==> config.mk <==
export PLATFORM = sky130hd
export DESIGN_NAME = cpu_bus_timer
export DESIGN_NICKNAME = d
export VERILOG_FILES = /design/src/rtl/cpu_bus_timer.sv
export SDC_FILE = /design/constraint.sdc
export NUM_CORES = 1
export LEC_CHECK = 0
export CAP_MARGIN = 20
export CORE_ASPECT_RATIO = 1.4
export CORE_UTILIZATION = 40
export DETAILED_ROUTE_END_ITERATION = 10
export PLACE_DENSITY_LB_ADDON = 0.05
export SETUP_SLACK_MARGIN = 0.3
export SLEW_MARGIN = 5
export SYNTH_ARGS = -nofsm -noshare
export SYNTH_HDL_FRONTEND = slang
export SYNTH_SLANG_ARGS = --single-unit
==> constraint.sdc <==
create_clock -name clk -period 5 [get_ports clk]
set_input_delay 0.75 -clock clk [delete_from_list [all_inputs] [get_ports clk]]
set_output_delay 0.75 -clock clk [all_outputs]
set_load 0.01 [all_outputs]
==> src/rtl/cpu_bus_timer.sv <==
// CPU bus cycle timer: decodes the length of each CPU bus cycle, emits the cpu_en
// strobe and inserts DRAM-refresh stalls and DMA halts between CPU cycles.
module cpu_bus_timer #(
   parameter int FAST_LEN    = 6,
   parameter int SLOW_LEN    = 8,
   parameter int XSLOW_LEN   = 12,
   parameter int REFRESH_LEN = 40
) (
   input  logic        clk,
   input  logic        reset,
   input  logic [23:0] addr,
   input  logic        access,
   input  logic        memsel,
   input  logic        refresh_req,
   input  logic        halt,
   output logic        cpu_en,
   output logic [3:0]  cycle_len,
   output logic        refresh_busy,
   output logic        halted
);

   typedef enum logic [1:0] {
      ST_RUN,
      ST_REFRESH,
      ST_HALT
   } state_t;

   localparam logic [3:0] FAST     = 4'(FAST_LEN);
   localparam logic [3:0] SLOW     = 4'(SLOW_LEN);
   localparam logic [3:0] XSLOW    = 4'(XSLOW_LEN);
   localparam logic [5:0] REF_LAST = 6'(REFRESH_LEN - 1);

   state_t      state_q, state_d;
   logic [3:0]  cnt_q, cnt_d;
   logic [3:0]  cycle_len_q, cycle_len_d;
   logic [5:0]  ref_cnt_q, ref_cnt_d;
   logic        pending_q, pending_d;
   logic        cpu_en_q, cpu_en_d;
   logic        busy_q, busy_d;
   logic        halted_q, halted_d;
   logic        take_boundary;
   logic        enter_refresh;
   logic [3:0]  decoded_len;
   logic [7:0]  bank;
   logic [15:0] offset;

   assign bank   = addr[23:16];
   assign offset = addr[15:0];

   // Banks $40-$7F/$C0-$FF have bit 6 set; the rest are split by offset.
   always_comb begin
      decoded_len = SLOW;
      if (!access)
         decoded_len = FAST;
      else if (bank[6] || offset[15])
         decoded_len = (bank[7] && memsel) ? FAST : SLOW;
      else if (offset < 16'h2000)
         decoded_len = SLOW;
      else if (offset < 16'h4000)
         decoded_len = FAST;
      else if (offset < 16'h4200)
         decoded_len = XSLOW;
      else if (offset < 16'h6000)
         decoded_len = FAST;
      else
         decoded_len = SLOW;
   end

   always_comb begin
      state_d       = state_q;
      cnt_d         = cnt_q;
      cycle_len_d   = cycle_len_q;
      ref_cnt_d     = ref_cnt_q;
      cpu_en_d      = 1'b0;
      take_boundary = 1'b0;
      enter_refresh = 1'b0;

      case (state_q)
         ST_RUN: begin
            if (cnt_q == 4'd0)
               take_boundary = 1'b1;
            else if (cnt_q == cycle_len_q - 4'd1) begin
               cpu_en_d = 1'b1;
               cnt_d    = 4'd0;
            end else
               cnt_d = cnt_q + 4'd1;
         end
         ST_REFRESH: begin
            if (ref_cnt_q == REF_LAST)
               take_boundary = 1'b1;
            else
               ref_cnt_d = ref_cnt_q + 6'd1;
         end
         ST_HALT: begin
            if (!halt) begin
               state_d = ST_RUN;
               cnt_d   = 4'd0;
            end
         end
         default: begin
            state_d = ST_RUN;
            cnt_d   = 4'd0;
         end
      endcase

      // Boundary priority: pending refresh, then DMA halt, then a new CPU cycle.
      if (take_boundary) begin
         if (pending_q) begin
            state_d       = ST_REFRESH;
            ref_cnt_d     = 6'd0;
            cnt_d         = 4'd0;
            enter_refresh = 1'b1;
         end else if (halt) begin
            state_d = ST_HALT;
            cnt_d   = 4'd0;
         end else begin
            state_d     = ST_RUN;
            cycle_len_d = decoded_len;
            cnt_d       = 4'd1;
         end
      end

      pending_d = refresh_req | (pending_q & ~enter_refresh);
      busy_d    = (state_d == ST_REFRESH);
      halted_d  = (state_d == ST_HALT);
   end

   always_ff @(posedge clk) begin
      if (reset) begin
         state_q     <= ST_RUN;
         cnt_q       <= 4'd0;
         cycle_len_q <= FAST;
         ref_cnt_q   <= 6'd0;
         pending_q   <= 1'b0;
         cpu_en_q    <= 1'b0;
         busy_q      <= 1'b0;
         halted_q    <= 1'b0;
      end else begin
         state_q     <= state_d;
         cnt_q       <= cnt_d;
         cycle_len_q <= cycle_len_d;
         ref_cnt_q   <= ref_cnt_d;
         pending_q   <= pending_d;
         cpu_en_q    <= cpu_en_d;
         busy_q      <= busy_d;
         halted_q    <= halted_d;
      end
   end

   assign cpu_en       = cpu_en_q;
   assign cycle_len    = cycle_len_q;
   assign refresh_busy = busy_q;
   assign halted       = halted_q;

endmodule

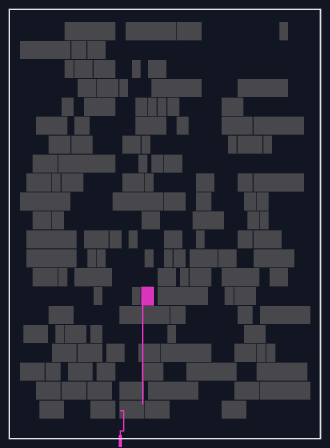
port_trees.png
[refresh_req] magenta | bits: 1 | direction: input | edge: south | end cells: 1 | buffers: 1 | wire: 19.5 um
port bufs: 20
IO Pins: 37

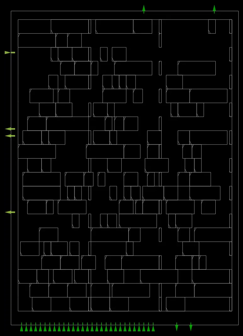
placed.png
final non-filler cell total: 165
fraction of area in registers: 0.3016
row cnt: 21

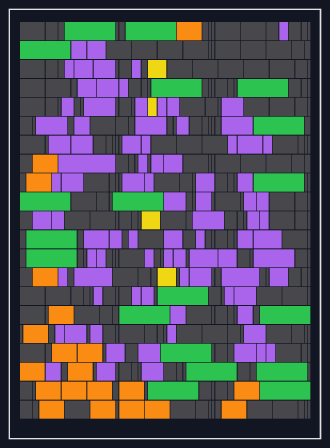
class_map.png
Fill, decap, tap and diode cells in grey.
[remaining logic cells] purple | cells: 88 | share of their area: 50%
[clock drivers and dummy loads] yellow | cells: 4 | share of their area: 2.2%
[registers] green | cells: 19 | share of their area: 31%
[remaining buffers and delay cells] orange | cells: 20 | share of their area: 16%

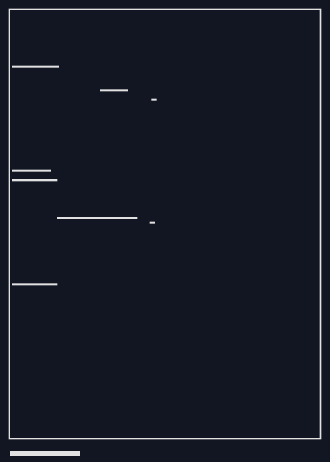
m3.png
The bar under the picture is 10 um long.
wire length on this layer: 39.6 um
longest straight run: 11.3 um
Via Count: 841
M3 GR Usage: 0.02639
Total Routed Length: 1998 um

==> reports/qor.txt <==
Average wire per standard cell: 12.11 um
Crit-path max FO: 14
Met1 Use GR: 0.1797
Final ANT Viol Nets: 0
Largest net degree at the start of global routing: 15
Clock-pin slew on the worst setup and hold paths: 110 ps
Slew headroom: 0.5787
CTS tree: built
Reg area: 380.4 um^2
Core area: 0.002391 mm^2
Top comb family, area: simple AND/OR/NAND/NOR gates
Lkg Pwr: 0.5186 nW
Top cells by area: dfxtp_1 (38%), nor2_1 (5.6%), ha_1 (4.9%), xor2_1 (4.3%), a21oi_1 (3.0%)
First-pass DRT Iterations: 4
Final setup TNS: 0 ps
Arrival @ worst endpoint: 2440 ps
FF+latch count, synth: 19
Cell total in the yosys stat output: 111
Max-cap violations: 0
Clock Path Buffers: 2
Design area: 0.001261 mm^2
Hold Buf Count CTS: 0
Main flop type: dfxtp_1
H-tree levels: 1
Gate Count Post-Synth: 111
Final Skew: 6.972 ps
Worst slew pin tran: 630.6 ps
Synthesized area per cell: 9.119 um^2
Die ar.: 0.002739 mm^2
Tool warning count: 42
Drc violations: 0
Final Slew Violations: 0
Maximum VDD drop: 0.1333 mV
Synth area leader: dfxtp_1
Simple-Gate Area Share: 0.2546
Synthesis-to-finish area growth: 24.60%
GPL Wtd Cong: 0.7683
Xor/xnor share: 0.08282
GRT Max-Usage Layer: met2
Post_cts resized: 0
Vias in the first global route: 791
Cell Area, Synth: 0.001012 mm^2
Initial DRC count: 24
Worst Hold Margin: 508.3 ps
Register share after synthesis: 0.3758
CP startpoint kind: primary input
Via-to-Cell Ratio: 5.097
Crit Path Class: in -> reg
Fp util: 0.4233
Initial antenna violation count: 0
Area leader share: 0.3758
Nets@finish: 166
Maximum clock rate: 457.2 MHz
Global-route usage over all layers: 0.1741
Ys async rst share: 0
Fillers: 239
Post-DP Area: 0.001235 mm^2
Dpl hpwl: 1592 um
Run status: finished clean
Post-Synth Adder-Cell Area: 0.04944
Crit path capture type: flip-flop
Latency at later pin: 300 ps
Clock sink total: 19
Yosys chip area: 0.001012 mm^2
Period minus WS final: 2187 ps
EDFF count, synth: 0
Global-route wire length before repair: 3450 um
Final Hold Viols: 0
Die Wd: 44.52 um
Post-synthesis cell type count: 42
Layout cell share with drive strength beyond 1: 0.06870
Root Buffer: clkbuf_4
Antenna cells: 0
Synth warnings: 0
Aoi share: 0.1718
Inserted Clock Buffers: 3
Grt met2 use: 0.3319
Gate Area: 589.3 um^2
# setup viols final: 0
Crit path DRT: 5250 ps
RSZ-0062 raised after global routing: false
Remaining global-route overflow: 0
Multiplexer share: 0.01978
Setup bufs post-CTS: 0
Fin crit share: 0.4375
Die Span Y: 61.52 um
Hold WC Path Type: reg -> reg
Post-Synthesis Net Count: 145
Power density over the cells: 293.3 mW/mm^2
[state kept, by name (all words and copies together) (netlist names)]
| signal | flops |
|---|---|
| cnt_q | 4 |
| cpu_en | 1 |
| pending_q | 1 |
| state_q | 2 |
| halted | 1 |
| cycle_len | 3 |
| refresh_busy | 1 |
| ref_cnt_q | 6 |
[cell type report]
class / count / share of cell area
multi-input cells: 82 / 0.4673
flip-flops and latches: 19 / 0.3016
clock buffers: 4 / 0.02083
repair buffers: 20 / 0.1587
well taps: 34 / 0.03373
inverters: 6 / 0.01786
[worst paths after layout]
check	end	slack [ps]	start	depth (start not counted)
hold / removal	cycle_len[3]	510	cycle_len[3]	1
hold reg to reg	cycle_len[3]	510	cycle_len[3]	1
setup / recovery	cnt_q[2]	2810	reset	4
setup reg to reg	cycle_len[1]	3150	state_q[0]	4
[routing by layer]
layer	wire (um)	up-vias	share of wire
met5	0	-	0
met3	39	4	0.020
met2	1092	8	0.55
li1	-	437	-
met1	826	392	0.41
met4	39	0	0.020
[where the power goes]
part	switching (mW)	internal, mW	total (mW)	leakage (nW)
Combinational	0.0578	0.0557	0.113	0.349
Clock	0.0462	0.0311	0.0772	0.0150
Sequential	0.0142	0.165	0.179	0.155
[metrics by stage]
step	total power, mW	setup slack [ps]	util	std cells
6_report	0.3700	2813	0.5275	165
5_1_grt	0.4017	2721	0.5275	165
4_1_cts	0.3765	2827	0.5275	165
3_5_place_dp	0.2971	2489	0.5165	161
3_3_place_gp	0.2951	2513	0.5165	161
2_1_floorplan	0.2587	3311	-	111
[layout by cell type, fill, tap and decap left out, types with 4 or more instances in the layout]
| cell type | instances |
|---|---|
| a21o_1 | 4 |
| a21oi_1 | 6 |
| clkdlybuf4s50_1 | 20 |
| dfxtp_1 | 19 |
| ha_1 | 4 |
| inv_1 | 6 |
| nand2_1 | 5 |
| nor2_1 | 15 |
| xor2_1 | 5 |
[cells by family after synthesis]
kind of cell / Yosys count
AND-OR/OR-AND: 22
XOR/XNOR: 8
adder cells (fa/ha/maj): 4
buffers and inverters: 10
flip-flops: 19
multiplexers: 2
other: 1
AND/OR/NAND/NOR: 45
[synthesized netlist by cell type, drive strengths merged (2+ instances only)]
| cell type | instances |
|---|---|
| buf | 2 |
| and3b | 3 |
| a311oi | 2 |
| ha | 4 |
| nor3b | 3 |
| nand4 | 3 |
| clkbuf | 2 |
| nor3 | 3 |
| xnor2 | 2 |
| a211oi | 2 |
| mux2i | 2 |
| a21oi | 6 |
| inv | 6 |
| a21o | 4 |
| nor2 | 15 |
| nand2 | 5 |
| nand3 | 3 |
| dfxtp | 19 |
| xor2 | 5 |
[worst max-delay path: stages]
cell	delay, ps
clkdlybuf4s50_1	630
or4_1	640
o32ai_1	260
a21o_1	150
No activity file was given, so power comes from the tool's default toggle rates.
